File: config.mk
export PLATFORM = sky130hd
export DESIGN_NAME = conf_int_add__acc_supplier_flat
export DESIGN_NICKNAME = d
export VERILOG_FILES = /design/src/rtl/conf_int_add__acc_supplier_pkg.sv /design/src/rtl/conf_int_add__acc_supplier_if.sv /design/src/rtl/conf_int_add__acc_supplier_chunk_add.sv /design/src/rtl/conf_int_add__acc_supplier.sv /design/src/flat_wrapper.sv
export SDC_FILE = /design/constraint.sdc
export NUM_CORES = 1
export LEC_CHECK = 0
export CAP_MARGIN = 10
export CORE_MARGIN = 2
export CORE_UTILIZATION = 50
export DETAILED_ROUTE_END_ITERATION = 10
export PLACE_DENSITY = 0.8
export SLEW_MARGIN = 20
export SYNTH_ARGS = -nofsm -noshare
export SYNTH_HDL_FRONTEND = slang
export SYNTH_SLANG_ARGS = --single-unit
File: constraint.sdc
create_clock -name clk -period 9.9 [get_ports clk]
set_input_delay 1.98 -clock clk [delete_from_list [all_inputs] [get_ports clk]]
set_output_delay 1.98 -clock clk [all_outputs]
set_load 0.01 [all_outputs]
File: src/rtl/conf_int_add__acc_supplier_pkg.sv
// Shared types and sizing for the accurate-result supplier of the approximate adder wrapper.
// No logic; state encoding and width helpers only.
package conf_int_add__pkg;

    typedef enum logic [1:0] {
        IDLE = 2'd0,
        ADD  = 2'd1,
        HOLD = 2'd2
    } state_t;

    localparam int OPND_W       = 32;
    localparam int ACC_W        = 33;
    localparam int ERR_CNT_W    = 16;
    localparam int CHUNK_W_DFLT = 8;

    function automatic int chunk_count(input int cw);
        return OPND_W / cw;
    endfunction

    function automatic int idx_width(input int n);
        return (n > 1) ? $clog2(n) : 1;
    endfunction

    localparam int N_CHUNK     = chunk_count(CHUNK_W_DFLT);
    localparam int CHUNK_IDX_W = idx_width(N_CHUNK);

endpackage

File: src/rtl/conf_int_add__acc_supplier_if.sv
// Operand, result and error-counter signals between the supplier and its environment.
// master drives operands/ack/approx result; slave is the supplier.
interface conf_int_add__acc_supplier_if
    import conf_int_add__pkg::*;
#(
    parameter int DATA_PATH_BITWIDTH = 16,
    parameter int ERR_W              = ERR_CNT_W
);
    logic                          in_valid;
    logic                          in_ready;
    logic [OPND_W-1:0]             a;
    logic [OPND_W-1:0]             b;
    logic [ACC_W-1:0]              d__acc;
    logic                          acc__sel;
    logic                          out_ack;
    logic [DATA_PATH_BITWIDTH:0]   d__apx;
    logic                          err_clr;
    logic [ERR_W-1:0]              err_cnt;

    modport master (
        output in_valid, a, b, out_ack, d__apx, err_clr,
        input  in_ready, d__acc, acc__sel, err_cnt
    );

    modport slave (
        input  in_valid, a, b, out_ack, d__apx, err_clr,
        output in_ready, d__acc, acc__sel, err_cnt
    );
endinterface

File: src/rtl/conf_int_add__acc_supplier_chunk_add.sv
// Combinational W-bit adder slice with carry in/out; zero latency, no flow control.
module conf_int_add__chunk_add #(
    parameter int W = 8
) (
    input  logic [W-1:0] a,
    input  logic [W-1:0] b,
    input  logic         ci,
    output logic [W-1:0] s,
    output logic         co
);
    assign {co, s} = {1'b0, a} + {1'b0, b} + {{W{1'b0}}, ci};
endmodule

File: src/rtl/conf_int_add__acc_supplier.sv
// Exact 33-bit sum via one reused chunk adder over N cycles; result valid N edges after accept.
// in_ready only in IDLE; result held on d__acc/acc__sel until out_ack, then compared to d__apx.
module conf_int_add__acc_supplier
    import conf_int_add__pkg::*;
#(
    parameter int DATA_PATH_BITWIDTH = 16,
    parameter int CHUNK_W            = CHUNK_W_DFLT,
    parameter int ERR_W              = ERR_CNT_W
) (
    input  logic                        clk,
    input  logic                        rst,
    conf_int_add__acc_supplier_if.slave bus
);
    localparam int N     = chunk_count(CHUNK_W);
    localparam int IDX_W = idx_width(N);
    localparam int CMP_W = DATA_PATH_BITWIDTH + 1;

    state_t              state_q;
    state_t              state_d;
    logic [OPND_W-1:0]   a_q;
    logic [OPND_W-1:0]   b_q;
    logic [OPND_W-1:0]   work_q;
    logic [OPND_W-1:0]   work_nxt;
    logic [ACC_W-1:0]    acc_q;
    logic                carry_q;
    logic [IDX_W-1:0]    idx_q;
    logic [ERR_W-1:0]    err_q;
    logic [CHUNK_W-1:0]  chunk_s;
    logic                chunk_co;
    logic                last_chunk;
    logic                ack_hold;
    logic                mismatch;

    conf_int_add__chunk_add #(.W(CHUNK_W)) u_chunk (
        .a  (a_q[idx_q*CHUNK_W +: CHUNK_W]),
        .b  (b_q[idx_q*CHUNK_W +: CHUNK_W]),
        .ci (carry_q),
        .s  (chunk_s),
        .co (chunk_co)
    );

    assign last_chunk = (idx_q == IDX_W'(N - 1));

    // Partial sums build in work_q so d__acc only changes on the edge entering HOLD.
    always_comb begin
        work_nxt = work_q;
        work_nxt[idx_q*CHUNK_W +: CHUNK_W] = chunk_s;
    end

    always_comb begin
        state_d = state_q;
        case (state_q)
            IDLE:    if (bus.in_valid) state_d = ADD;
            ADD:     if (last_chunk)   state_d = HOLD;
            HOLD:    if (bus.out_ack)  state_d = IDLE;
            default: state_d = IDLE;
        endcase
    end

    always_ff @(posedge clk or negedge rst) begin
        if (!rst) begin
            state_q <= IDLE;
        end else begin
            state_q <= state_d;
        end
    end

    always_ff @(posedge clk or negedge rst) begin
        if (!rst) begin
            a_q     <= '0;
            b_q     <= '0;
            work_q  <= '0;
            carry_q <= 1'b0;
            idx_q   <= '0;
            acc_q   <= '0;
        end else begin
            case (state_q)
                IDLE: begin
                    if (bus.in_valid) begin
                        a_q     <= bus.a;
                        b_q     <= bus.b;
                        carry_q <= 1'b0;
                        idx_q   <= '0;
                    end
                end
                ADD: begin
                    work_q  <= work_nxt;
                    carry_q <= chunk_co;
                    idx_q   <= idx_q + 1'b1;
                    if (last_chunk) begin
                        acc_q <= {chunk_co, work_nxt};
                    end
                end
                default: ;
            endcase
        end
    end

    assign ack_hold = (state_q == HOLD) && bus.out_ack;
    assign mismatch = (acc_q[ACC_W-1 -: CMP_W] != bus.d__apx);

    // Clear wins over a same-edge increment; counter sticks at all-ones.
    always_ff @(posedge clk or negedge rst) begin
        if (!rst) begin
            err_q <= '0;
        end else if (bus.err_clr) begin
            err_q <= '0;
        end else if (ack_hold && mismatch && !(&err_q)) begin
            err_q <= err_q + 1'b1;
        end
    end

    assign bus.in_ready = (state_q == IDLE);
    assign bus.acc__sel = (state_q == HOLD);
    assign bus.d__acc   = acc_q;
    assign bus.err_cnt  = err_q;

endmodule

File: src/flat_wrapper.sv
// flat-port wrapper written by rule: the top's interface ports become plain ports
module conf_int_add__acc_supplier_flat import conf_int_add__pkg::*;
#(
    parameter int DATA_PATH_BITWIDTH = 16,
    parameter int CHUNK_W            = CHUNK_W_DFLT,
    parameter int ERR_W              = ERR_CNT_W
)
  (clk, rst, bus_in_valid, bus_a, bus_b, bus_out_ack, bus_d__apx, bus_err_clr, bus_in_ready, bus_d__acc, bus_acc__sel, bus_err_cnt);
  conf_int_add__acc_supplier_if #(.DATA_PATH_BITWIDTH(DATA_PATH_BITWIDTH), .ERR_W(ERR_W)) bus_i ();
  input  logic clk;
  input  logic rst;
  input wire logic [$bits(bus_i.in_valid)-1:0] bus_in_valid;
  input wire logic [$bits(bus_i.a)-1:0] bus_a;
  input wire logic [$bits(bus_i.b)-1:0] bus_b;
  input wire logic [$bits(bus_i.out_ack)-1:0] bus_out_ack;
  input wire logic [$bits(bus_i.d__apx)-1:0] bus_d__apx;
  input wire logic [$bits(bus_i.err_clr)-1:0] bus_err_clr;
  output wire logic [$bits(bus_i.in_ready)-1:0] bus_in_ready;
  output wire logic [$bits(bus_i.d__acc)-1:0] bus_d__acc;
  output wire logic [$bits(bus_i.acc__sel)-1:0] bus_acc__sel;
  output wire logic [$bits(bus_i.err_cnt)-1:0] bus_err_cnt;
  assign bus_i.in_valid = bus_in_valid;
  assign bus_i.a = bus_a;
  assign bus_i.b = bus_b;
  assign bus_i.out_ack = bus_out_ack;
  assign bus_i.d__apx = bus_d__apx;
  assign bus_i.err_clr = bus_err_clr;
  assign bus_in_ready = bus_i.in_ready;
  assign bus_d__acc = bus_i.d__acc;
  assign bus_acc__sel = bus_i.acc__sel;
  assign bus_err_cnt = bus_i.err_cnt;
  conf_int_add__acc_supplier #(.DATA_PATH_BITWIDTH(DATA_PATH_BITWIDTH), .CHUNK_W(CHUNK_W), .ERR_W(ERR_W)) u_core (.clk(clk), .rst(rst), .bus(bus_i));
endmodule
Run 1, cell area per tile:
Drawn at 3 px/micron. 12 x 12 tiles, from black (low) to pale yellow (high), 0 to 100% covered.
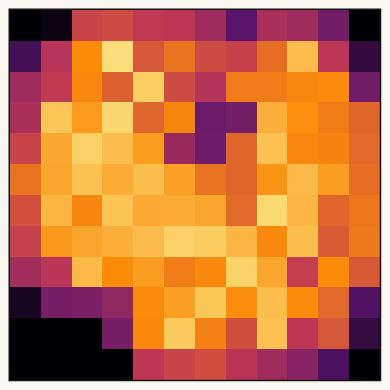
nearly empty tiles: 6.9%
tiles over 75% full: 33%
emptiest ninth of the die: south-west
fullest tile: 93%

Run 1, clock wiring as the flow saved it:
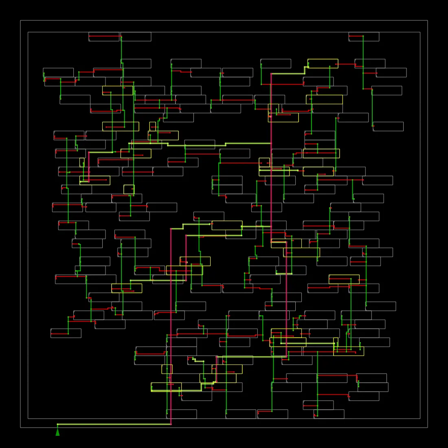
total CTS buffers: 17
worst clock skew: 0.00881 ns
Clock Sinks: 150
Layout clock buffers: 19

==> results.toml, run 1 <==
# yosys + openroad results
[placed_design]
routabilityCongestion = 0.848

[run_status]
status = "completed"

[power]
p_clk_share_pct = 22.4
p_leak_nw = 4.21

[synthesis]
top_cell_area_share_pct = 52.8
synth-async-reset-ratio_pct = 100
ys_sh_mux_pct = 5.42
top_logic_kind = "simple AND/OR/NAND/NOR gates"
synth_area_sq_um = 7110
ys.flop_type = "dfrtp_1"

[worst_setup_path]
critPathRequiredTime_ns = 10.18
crit_family = "AND-OR/OR-AND gates"
slowest_delay_ns = 0.78

[grt]
grt_max_degree = 84
grt-busiest-layer = "met2"

[layout]
largest_reg_flops = 33
seqCellArea_sq_um = 3750

[sta]
fin_crit_ns = 4.23
slew_headroom_pct = 27.0

[routing]
drt_iter0_markers = 601

[clock_tree]
clk_latency_ns = 0.43
Run 1, metal layers overlaid:
Drawn at 2 px/micron.
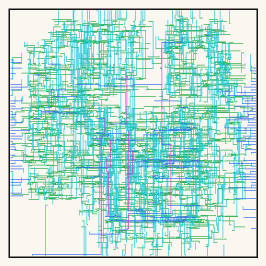
| layer | colour | wire length |
|---|---|---|
| metal 1 | green | 7620 microns |
| metal 4 | magenta | 286 microns |
| metal 2 | cyan | 8500 microns |
| metal 3 | blue | 1110 microns |
GR Util All Layers: 24.1%
Routed WL per cell: 17.0 microns

Run 1, pin map:
Drawn at 3 px/micron. Pins as bars across the die edge, other pins in grey.
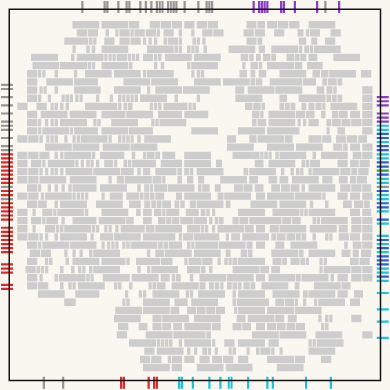
| port | colour | pins | direction | edge |
|---|---|---|---|---|
| bus_out_ack | green | 1 | input | east |
| bus_err_cnt | purple | 16 | output | 10 north, 6 east |
| bus_d__acc | cyan | 33 | output | 21 east, 12 south |
| bus_a | red | 32 | input | 27 west, 5 south |
| bus_d__apx | blue | 17 | input | east |
all pins by edge: 46 east, 40 west, 32 north, 19 south
Die Span X: 123 microns
chip height: 123 microns
port buffer count: 136

Run 1, placement by cell class:
Drawn at 2 px/micron.
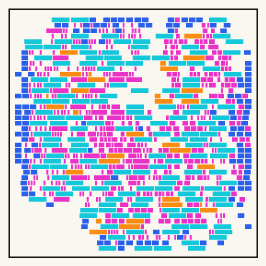

--- run 2 (diff from run 1) ---
- clock period: 9.9 -> 4 ns (I/O delays scaled with it)
Run 2, placement by cell class:
Drawn at 2 px/micron.
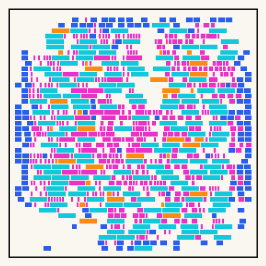
| class | colour | cells | share of their area |
|---|---|---|---|
| sequential cells | cyan | 150 | 42% |
| remaining buffers and delay cells | blue | 148 | 16% |
| combinational and other logic | magenta | 530 | 36% |
| clock drivers and dummy loads | orange | 32 | 5.9% |

==> run 2 against run 1 <==
  * Non-clock buffer count rose by 8
  * Hold slack got worse by 0.055 ns
  * Total power rose by 140%
  * Maximum frequency rose by 20%
  * Cell count rose by 0.87%
  * Synthesized area did not move
  * Highest routed layer unchanged
  * Largest power group unchanged
==> results.toml, run 2 <==
# yosys + openroad results
[sta]
hold-worst-slack_ns = 0.420
fin_worst_skew_ns = 0.00604
slew_headroom_pct = 34.8
fin_crit_ns = 3.53

[worst_setup_path]
path_max_fanout = 8
crit_family = "AND-OR/OR-AND gates"
r2r.worst_path.cells = 9
worstReg2RegEnd = "u_core.work_q[30]"
critPathRequiredTime_ns = 4.28
slowest_delay_ns = 0.56
crit_slowest_cell = "mux4_2"

[run]
max-cap-violations = 0

[synthesis]
ys.flop_type = "dfrtp_1"
compound_area_share_pct = 12.1
synth_area_sq_um = 7110
top_cell_area_share_pct = 52.8
synth-async-reset-ratio_pct = 100
ys_sh_mux_pct = 5.42
synth-edff-count = 0
ys_area_sq_um = 7110
top_logic_kind = "simple AND/OR/NAND/NOR gates"
numSynthFlops = 150

[clock_tree]
cts_hold_buf = 0
numCtsBuffers = 17
cts.path.max_buffers = 2
clock_sinks = 150
clk_latency_ns = 0.42

[floorplanning]
die-area_sq_um = 15200
taps = 180
die_w_microns = 123
dieHeight_microns = 123

[grt]
grt-busiest-layer = "met2"
grt_max_degree = 83
grt_util_all_layers_pct = 24.3

[routing]
drt_iter0_markers = 500
wl_met2_microns = 8410
wire_per_inst_microns = 16.8

[layout]
largest_reg_flops = 33
buffers = 148
clk_share_pct = 5.75
bufAreaShareNonClock_pct = 15.9
seqCellArea_sq_um = 3750
sh_seq_area_pct = 41.0
n_clock_buffer = 19

[power]
p_comb_mw = 3.97
p_leak_nw = 4.16
p_clk_share_pct = 17.9

[run_status]
status = "completed"

[placed_design]
portBuffers = 136
routabilityCongestion = 0.893
Run 2, clock wiring as the flow saved it:
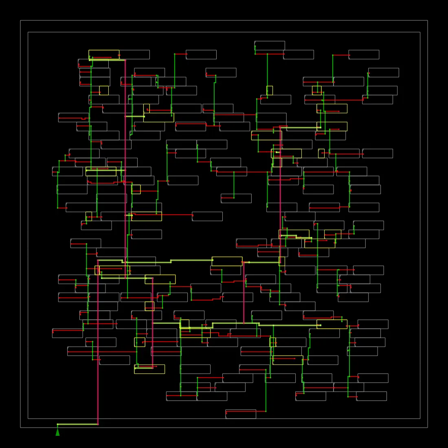
flip-flops: 150
Clock Power: 1.42 mW

--- run 3 (diff from run 2) ---
- DONT_BUFFER_PORTS: default -> 1
- PLACE_DENSITY: 0.8 -> 0.68
==> run 3 against run 2 <==
  * Clock-buffer cell count is 5 higher
  * Design area shrank 14%
  * Total power down 1.9%
  * Die area did not move
  * Non-clock buffer count shrank 139
  * Critical path depth unchanged
  * Maximum frequency rose by 2.1%
  * Sequential share of layout area is 6.7 points higher
  * First-iteration DRC count decreased by 27%
  * Highest routed layer unchanged
==> results.toml, run 3 <==
# yosys + openroad results
[clock_tree]
cts_hold_buf = 0
numCtsBuffers = 17
cts.path.max_buffers = 2

[run]
max-cap-violations = 0

[worst_setup_path]
r2r.worst_path.cells = 9
crit_family = "AND-OR/OR-AND gates"
crit_slowest_cell = "mux4_2"

[routing]
wl_met2_microns = 7660
drt_iter0_markers = 364

[layout]
bufAreaShareNonClock_pct = 0.859
seqCellArea_sq_um = 3750
n_clock_buffer = 24
largest_reg_flops = 33
seq_cells = 150

[floorplanning]
die-area_sq_um = 15200
die_w_microns = 123
taps = 180

[sta]
fin_worst_skew_ns = 0.0138
hold-worst-slack_ns = 0.0752
slew_headroom_pct = 30.7

[grt]
grt_max_degree = 151
grt_util_all_layers_pct = 22.8

[synthesis]
synth-async-reset-ratio_pct = 100
ys.flop_type = "dfrtp_1"
top_logic_kind = "simple AND/OR/NAND/NOR gates"

[power]
powerClk_mw = 1.70

[run_status]
status = "completed"
Run 3, metal layers overlaid:
Drawn at 2 px/micron.
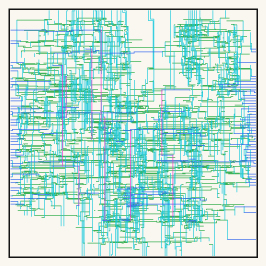
| layer | colour | wire length |
|---|---|---|
| metal 4 | magenta | 341 microns |
| metal 2 | cyan | 7660 microns |
| metal 1 | green | 7320 microns |
| metal 3 | blue | 1150 microns |
via count: 5230
wirelength, routed: 16500 microns

Run 3, cell area per tile:
Drawn at 3 px/micron. 12 x 12 tiles, from black (low) to pale yellow (high), 0 to 100% covered.
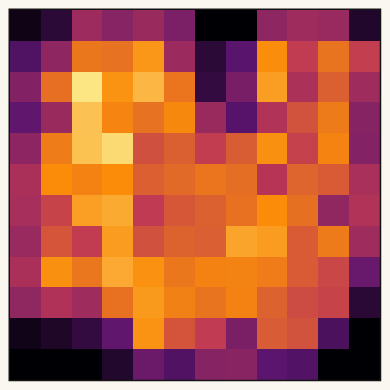
nearly empty tiles: 5.6%
fullest tile: 95%
tiles over 75% full: 15%
mean over tiles: 50%

Power and IR drop assume default switching activity.
